**src/rtl/pe_cmd_issuer.sv**
```systemverilog
// rtl/pe_cmd_issuer.sv - single-outstanding PE command initiator
// Accepts one request, issues it to the PE, waits for done or timeout, returns a response.
module pe_cmd_issuer #(
  parameter int DATA_WIDTH     = 32,
  parameter int CMD_WIDTH      = 32,
  parameter int TAG_WIDTH      = 4,
  parameter int TIMEOUT_CYCLES = 64,
  parameter int CNT_WIDTH      = 16
) (
  input  logic                  clk,
  input  logic                  rst_n,
  input  logic                  req_valid_i,
  output logic                  req_ready_o,
  input  logic [CMD_WIDTH-1:0]  req_cmd_i,
  input  logic [DATA_WIDTH-1:0] req_op_a_i,
  input  logic [DATA_WIDTH-1:0] req_op_b_i,
  input  logic [TAG_WIDTH-1:0]  req_tag_i,
  output logic                  pe_cmd_valid_o,
  output logic [CMD_WIDTH-1:0]  pe_cmd_o,
  output logic [DATA_WIDTH-1:0] pe_operand_a_o,
  output logic [DATA_WIDTH-1:0] pe_operand_b_o,
  input  logic                  pe_cmd_ready_i,
  input  logic                  pe_done_i,
  input  logic [DATA_WIDTH-1:0] pe_result_i,
  output logic                  rsp_valid_o,
  input  logic                  rsp_ready_i,
  output logic [DATA_WIDTH-1:0] rsp_result_o,
  output logic [TAG_WIDTH-1:0]  rsp_tag_o,
  output logic                  rsp_err_o,
  output logic                  busy_o,
  output logic [CNT_WIDTH-1:0]  op_count_o
);

  localparam int TW = (TIMEOUT_CYCLES > 2) ? $clog2(TIMEOUT_CYCLES) : 1;
  localparam logic [TW-1:0] TIMER_LAST = TW'(TIMEOUT_CYCLES - 1);

  typedef enum logic [1:0] {IDLE, ISSUE, WAIT, RESP} state_t;

  state_t                state_q, state_d;
  logic [CMD_WIDTH-1:0]  cmd_q;
  logic [DATA_WIDTH-1:0] op_a_q, op_b_q, result_q;
  logic [TAG_WIDTH-1:0]  tag_q;
  logic                  err_q;
  logic [TW-1:0]         timer_q;
  logic [CNT_WIDTH-1:0]  count_q;

  always_ff @(posedge clk or negedge rst_n) begin
    if (!rst_n) state_q <= IDLE;
    else        state_q <= state_d;
  end

  always_comb begin
    state_d = state_q;
    case (state_q)
      IDLE:    if (req_valid_i) state_d = ISSUE;
      ISSUE:   if (pe_cmd_ready_i) state_d = WAIT;
      // done and timeout in the same cycle both land in RESP; the datapath lets done win
      WAIT:    if (pe_done_i || (timer_q == TIMER_LAST)) state_d = RESP;
      RESP:    if (rsp_ready_i) state_d = IDLE;
      default: state_d = IDLE;
    endcase
  end

  always_ff @(posedge clk or negedge rst_n) begin
    if (!rst_n) begin
      cmd_q    <= '0;
      op_a_q   <= '0;
      op_b_q   <= '0;
      tag_q    <= '0;
      result_q <= '0;
      err_q    <= 1'b0;
      timer_q  <= '0;
      count_q  <= '0;
    end else begin
      case (state_q)
        IDLE: begin
          if (req_valid_i) begin
            cmd_q  <= req_cmd_i;
            op_a_q <= req_op_a_i;
            op_b_q <= req_op_b_i;
            tag_q  <= req_tag_i;
          end
        end
        ISSUE: begin
          if (pe_cmd_ready_i) timer_q <= '0;
        end
        WAIT: begin
          timer_q <= timer_q + TW'(1);
          if (pe_done_i) begin
            result_q <= pe_result_i;
            err_q    <= 1'b0;
          end else if (timer_q == TIMER_LAST) begin
            result_q <= '0;
            err_q    <= 1'b1;
          end
        end
        RESP: begin
          if (rsp_ready_i) count_q <= count_q + CNT_WIDTH'(1);
        end
        default: ;
      endcase
    end
  end

  assign req_ready_o    = (state_q == IDLE);
  assign pe_cmd_valid_o = (state_q == ISSUE);
  assign pe_cmd_o       = cmd_q;
  assign pe_operand_a_o = op_a_q;
  assign pe_operand_b_o = op_b_q;
  assign rsp_valid_o    = (state_q == RESP);
  assign rsp_result_o   = result_q;
  assign rsp_tag_o      = tag_q;
  assign rsp_err_o      = err_q;
  assign busy_o         = (state_q != IDLE);
  assign op_count_o     = count_q;

endmodule

```
**config.mk**
```make
export PLATFORM = sky130hd
export DESIGN_NAME = pe_cmd_issuer
export DESIGN_NICKNAME = d
export VERILOG_FILES = /design/src/rtl/pe_cmd_issuer.sv
export SDC_FILE = /design/constraint.sdc
export NUM_CORES = 1
export LEC_CHECK = 0
export ABC_AREA = 1
export CAP_MARGIN = 20
export CORE_MARGIN = 4
export CORE_UTILIZATION = 41
export DETAILED_ROUTE_END_ITERATION = 10
export GPL_ROUTABILITY_DRIVEN = 1
export GPL_TIMING_DRIVEN = 0
export PLACE_DENSITY = 0.79
export SLEW_MARGIN = 30
export SYNTH_ARGS = -nofsm -noshare
export SYNTH_HDL_FRONTEND = slang
export SYNTH_SLANG_ARGS = --single-unit
```
**constraint.sdc**
```tcl
create_clock -name clk -period 2 [get_ports clk]
set_clock_uncertainty 0.05 [all_clocks]
set_input_delay 0.4 -clock clk [delete_from_list [all_inputs] [get_ports clk]]
set_output_delay 0.4 -clock clk [all_outputs]
set_load 0.03 [all_outputs]
```
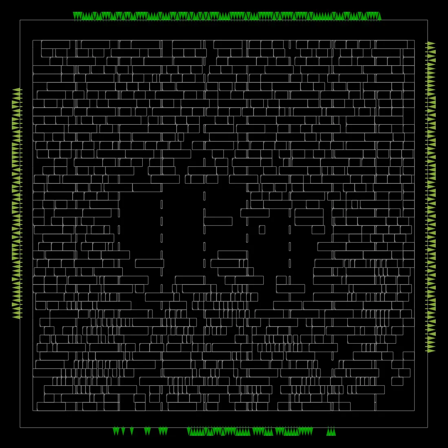
**Above:** cell outlines without signal wires.
final design utilization: 68.4%
flip-flop and latch count: 157
area of the core: 0.0148 mm2
number of filler cells placed in the layout: 1059

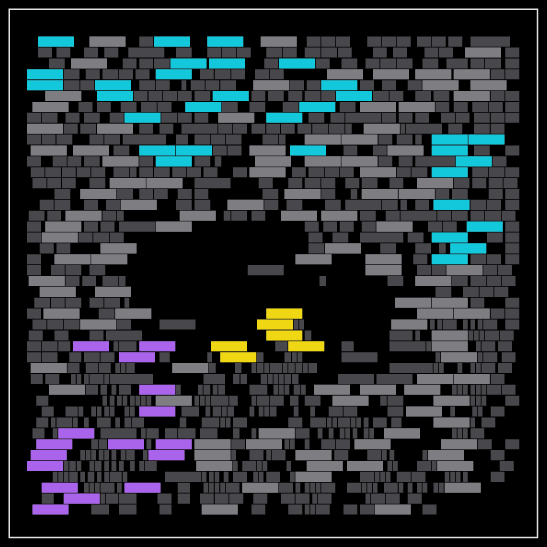
**Above:** register map, names as in the netlist.
Drawn at 4 px/um. Other sequential cells in the stronger gray, the rest of the logic in the fainter gray.
- op_count_o: purple (placed flops 16; where lower left)
- pe_cmd_o: cyan (placed flops 32)
- timer_q: yellow (placed flops 6)
- not colored: 103

==> results.txt <==
Results of an implementation run.

The maximum resistive drop on vdd is between 0.0009 and 0.001 V. Per the OpenROAD floorplan log, the area of the die is 0.0173 mm2. The net count of the finished layout is about 970.

All stages included, the depth of the critical timing path comes to 1. The clock input transition at the sequential cells of the worst setup and hold paths is around 0.060 ns. The highest clock frequency the design can meet is ~500 MHz. The xor/xnor share of the synthesized area is 1.68%. The most frequent cell after synthesis is sky130_fd_sc_hd__dfrtp_1. The number of logic inverters in the finished layout is 30.

The commonest cells after synthesis are sky130_fd_sc_hd__dfrtp_1, sky130_fd_sc_hd__nand2_1, sky130_fd_sc_hd__mux2_2. The proportion of register bits with asynchronous set or reset after synthesis is 100%. As reported, the later end of the worst-skew pair has a clock insertion delay of about 0.42 ns. Per the CTS log, the root buffer master is sky130_fd_sc_hd__clkbuf_16.

The initial antenna violation count is 0. The proportion of synthesized area in mux cells is about 18%. The critical path endpoint is pe_operand_a_o[14].

The core utilization at floorplan is 42.5%. On the final layout, the worst hold slack is approximately 0.37 ns. The timing report notes that buffer and inverter cells on the critical path total 1.

Recorded from the global router log, the overflow total was 0. The cell area that synthesis handed to floorplanning was around 0.0063 mm2. STA classifies the critical path endpoint as an output port. The top-level I/O count is around 290. The final total negative setup slack is 0 ns. In the global route stage, overall resource usage came out at between 20 and 25%. The first global-routing pass estimated around 28000 um of wire.

The mean cell area of the mapped netlist is around 12 um2. The total of buffers placed on input and output ports is between 200 and 300. The first detailed-routing pass took 4 iterations.

The power per standard cell area is around 1800 mW/mm2. The dominant kind of cell by area is registers. The antenna diode count is 0.

Summing over every cut layer, the via total after detailed routing is roughly 4800. The row count is between 40 and 50. The H-tree level count is 4. The tap cell count is between 150 and 200. Entering global routing, the biggest net connects a little over 70 pins. The worst stage delay on the critical path is between 0.7 and 0.8 ns.

The total setup violations reported at the end of the flow is 0. The number of global-route vias before repair came to 5155. Summing over the stages, the warning tally comes to 31. Multi-input combinational cells in the finished layout were counted as around 310. Note, the detailed placer reported a final HPWL of between 10000 and 15000 um.

The most used flip-flop cell after synthesis is sky130_fd_sc_hd__dfrtp_1. After routing the design area is about 0.010 mm2. The number of instances in the synthesized netlist is about 500. Setup repair after global routing left no endpoint under its margin.

Counting cells, the worst reg-to-reg path comes to 5. The register area share after synthesis is a little over three fifths. Per the post-synthesis report, the nets total between 600 and 700. The final wirelength is around 18000 um. The area after detailed placement is ~0.0095 mm2. The worst path uses a little over nine tenths of the clock period. Power comes to 17.7 mW.

The height of the chip is between 100 and 150 um. The worst setup path is of the reg2out kind. Hold-check failures listed in the final report amount to 0. In this run the post-CTS setup repair buffer count came out at 0.

The fraction of synthesized cell area taken by the top area cell type is 62.6%. The top cell type in the final layout, fill and taps aside, is sky130_fd_sc_hd__clkdlybuf4s50_1. The x dimension of the die is ~130 um. RePlAce ended its routability-driven mode at a weighted congestion of roughly 0.8. The data arrival at the endpoint of the critical path is approximately 1.5 ns. STA classifies the critical path startpoint as a flip-flop. The flow ran to the end, and the final reports show no timing, DRC or antenna violations. The routed design shows a via density per instance of ~4.7. The final critical path time including I/O delays and setup is between 1.5 and 2 ns. The startpoint of the worst setup timing path is pe_operand_a_o[14]. After synthesis, the design contains roughly 520 cells according to Yosys. Traced cell by cell, the critical path runs through clkdlybuf4s50_1.

The post-route antenna net violation count is 0. The clock passes through at most 2 buffers. For the worst reg-to-reg path, the endpoint reported by OpenROAD is rsp_tag_o[3]. After layout, the clock buffer instance count stands at 19. The final layout report lists a non-clock buffer count of ~310.

The transition at the pin with the smallest max-transition slack is around 0.42 ns. The worst path meets setup with about 0.053 ns of slack. The number of DRC violations after detailed routing is 0.

STA on the placed design reports a worst setup slack of -0.188 ns. Per the timing report, the biggest fanout along the worst path comes to 2. The area of the synthesized netlist per yosys stat is approximately 0.0063 mm2. The number of hold buffers added after cts is 1. The number of enable-type register cells in the synthesized netlist is 0. After Yosys synthesis, full adders, half adders and majority gates account for 1.40% of the synthesized area.

Including well taps, the total number of placed cells is 991. The leakage power of the design is 4.60 nW. In the post-synthesis netlist, the biggest area contributors are sky130_fd_sc_hd__dfrtp_1, sky130_fd_sc_hd__mux2_2, sky130_fd_sc_hd__nand2_1. The share of layout cells above drive strength 1 is between 10% and 20%. The worst-case reg-to-reg setup slack stands at 0.20 ns.

The tightest min-delay check is of the in2async type. The total CTS buffers is 17. The count of final max-slew check failures is 0. Grouping non-sequential cells by family puts the most area in multiplexers. The gate family responsible for the most delay along the worst path is buffers and inverters. The area growth from synthesis to final layout is 60.8%.

The number of DRC markers in iteration 0 is roughly 160. For this sky-water flow run, the detailed-routed wirelength per cell is reported as approximately 17 um. The fraction of the mapped netlist area in simple logic gates is approximately 11%. The top cell types in the final layout, fill and taps aside, are sky130_fd_sc_hd__clkdlybuf4s50_1, sky130_fd_sc_hd__dfrtp_1, sky130_fd_sc_hd__nand2_1.

TritonCTS built the clock tree. The clock net in this run drives a total of around 160 sinks. The synthesized netlist contains 25 unique library cells. The startpoint of the most critical register-to-register path is state_q[1]. Per the run summary, max-cap violations total 0. On the critical path, the stage with the largest delay is an instance of sky130_fd_sc_hd__clkdlybuf4s50_1. The critical path endpoint has a required time of 1.55 ns. Clock cells make up between 6 and 7% of the layout cell area. The share of cell area taken by flip-flops and latches is 39.0%.

The synthesized flop and latch total is ~160. The area occupied by registers is between 0.003 and 0.004 mm2. Leaving out buffers and inverters, the combinational logic in the layout accounts for ~0.0021 mm2.
## worst reg2reg max path: stages, from the launching register on
cell,delay [ns]
sky130_fd_sc_hd__dfrtp_1,0.40
sky130_fd_sc_hd__inv_1,0.10
sky130_fd_sc_hd__ha_2,0.20
sky130_fd_sc_hd__nand2_2,0.22
sky130_fd_sc_hd__buf_2,0.33
sky130_fd_sc_hd__mux2_2,0.38
## routing by layer
layer  part of all wire (%)  vias up  GRT usage [%]
li1                       -     2284              -
met1                     37     2276           22.6
met2                     52      185           35.9
met5                      0        -              0
met4                    3.2        0           9.10
met3                    7.3       36           7.42
## report_power, final
group / switching (mW) / internal (mW)
Clock: 1.31 / 2.10
Combinational: 4.95 / 3.94
Sequential: 0.801 / 4.63
Power is estimated from default activity; no workload was simulated.
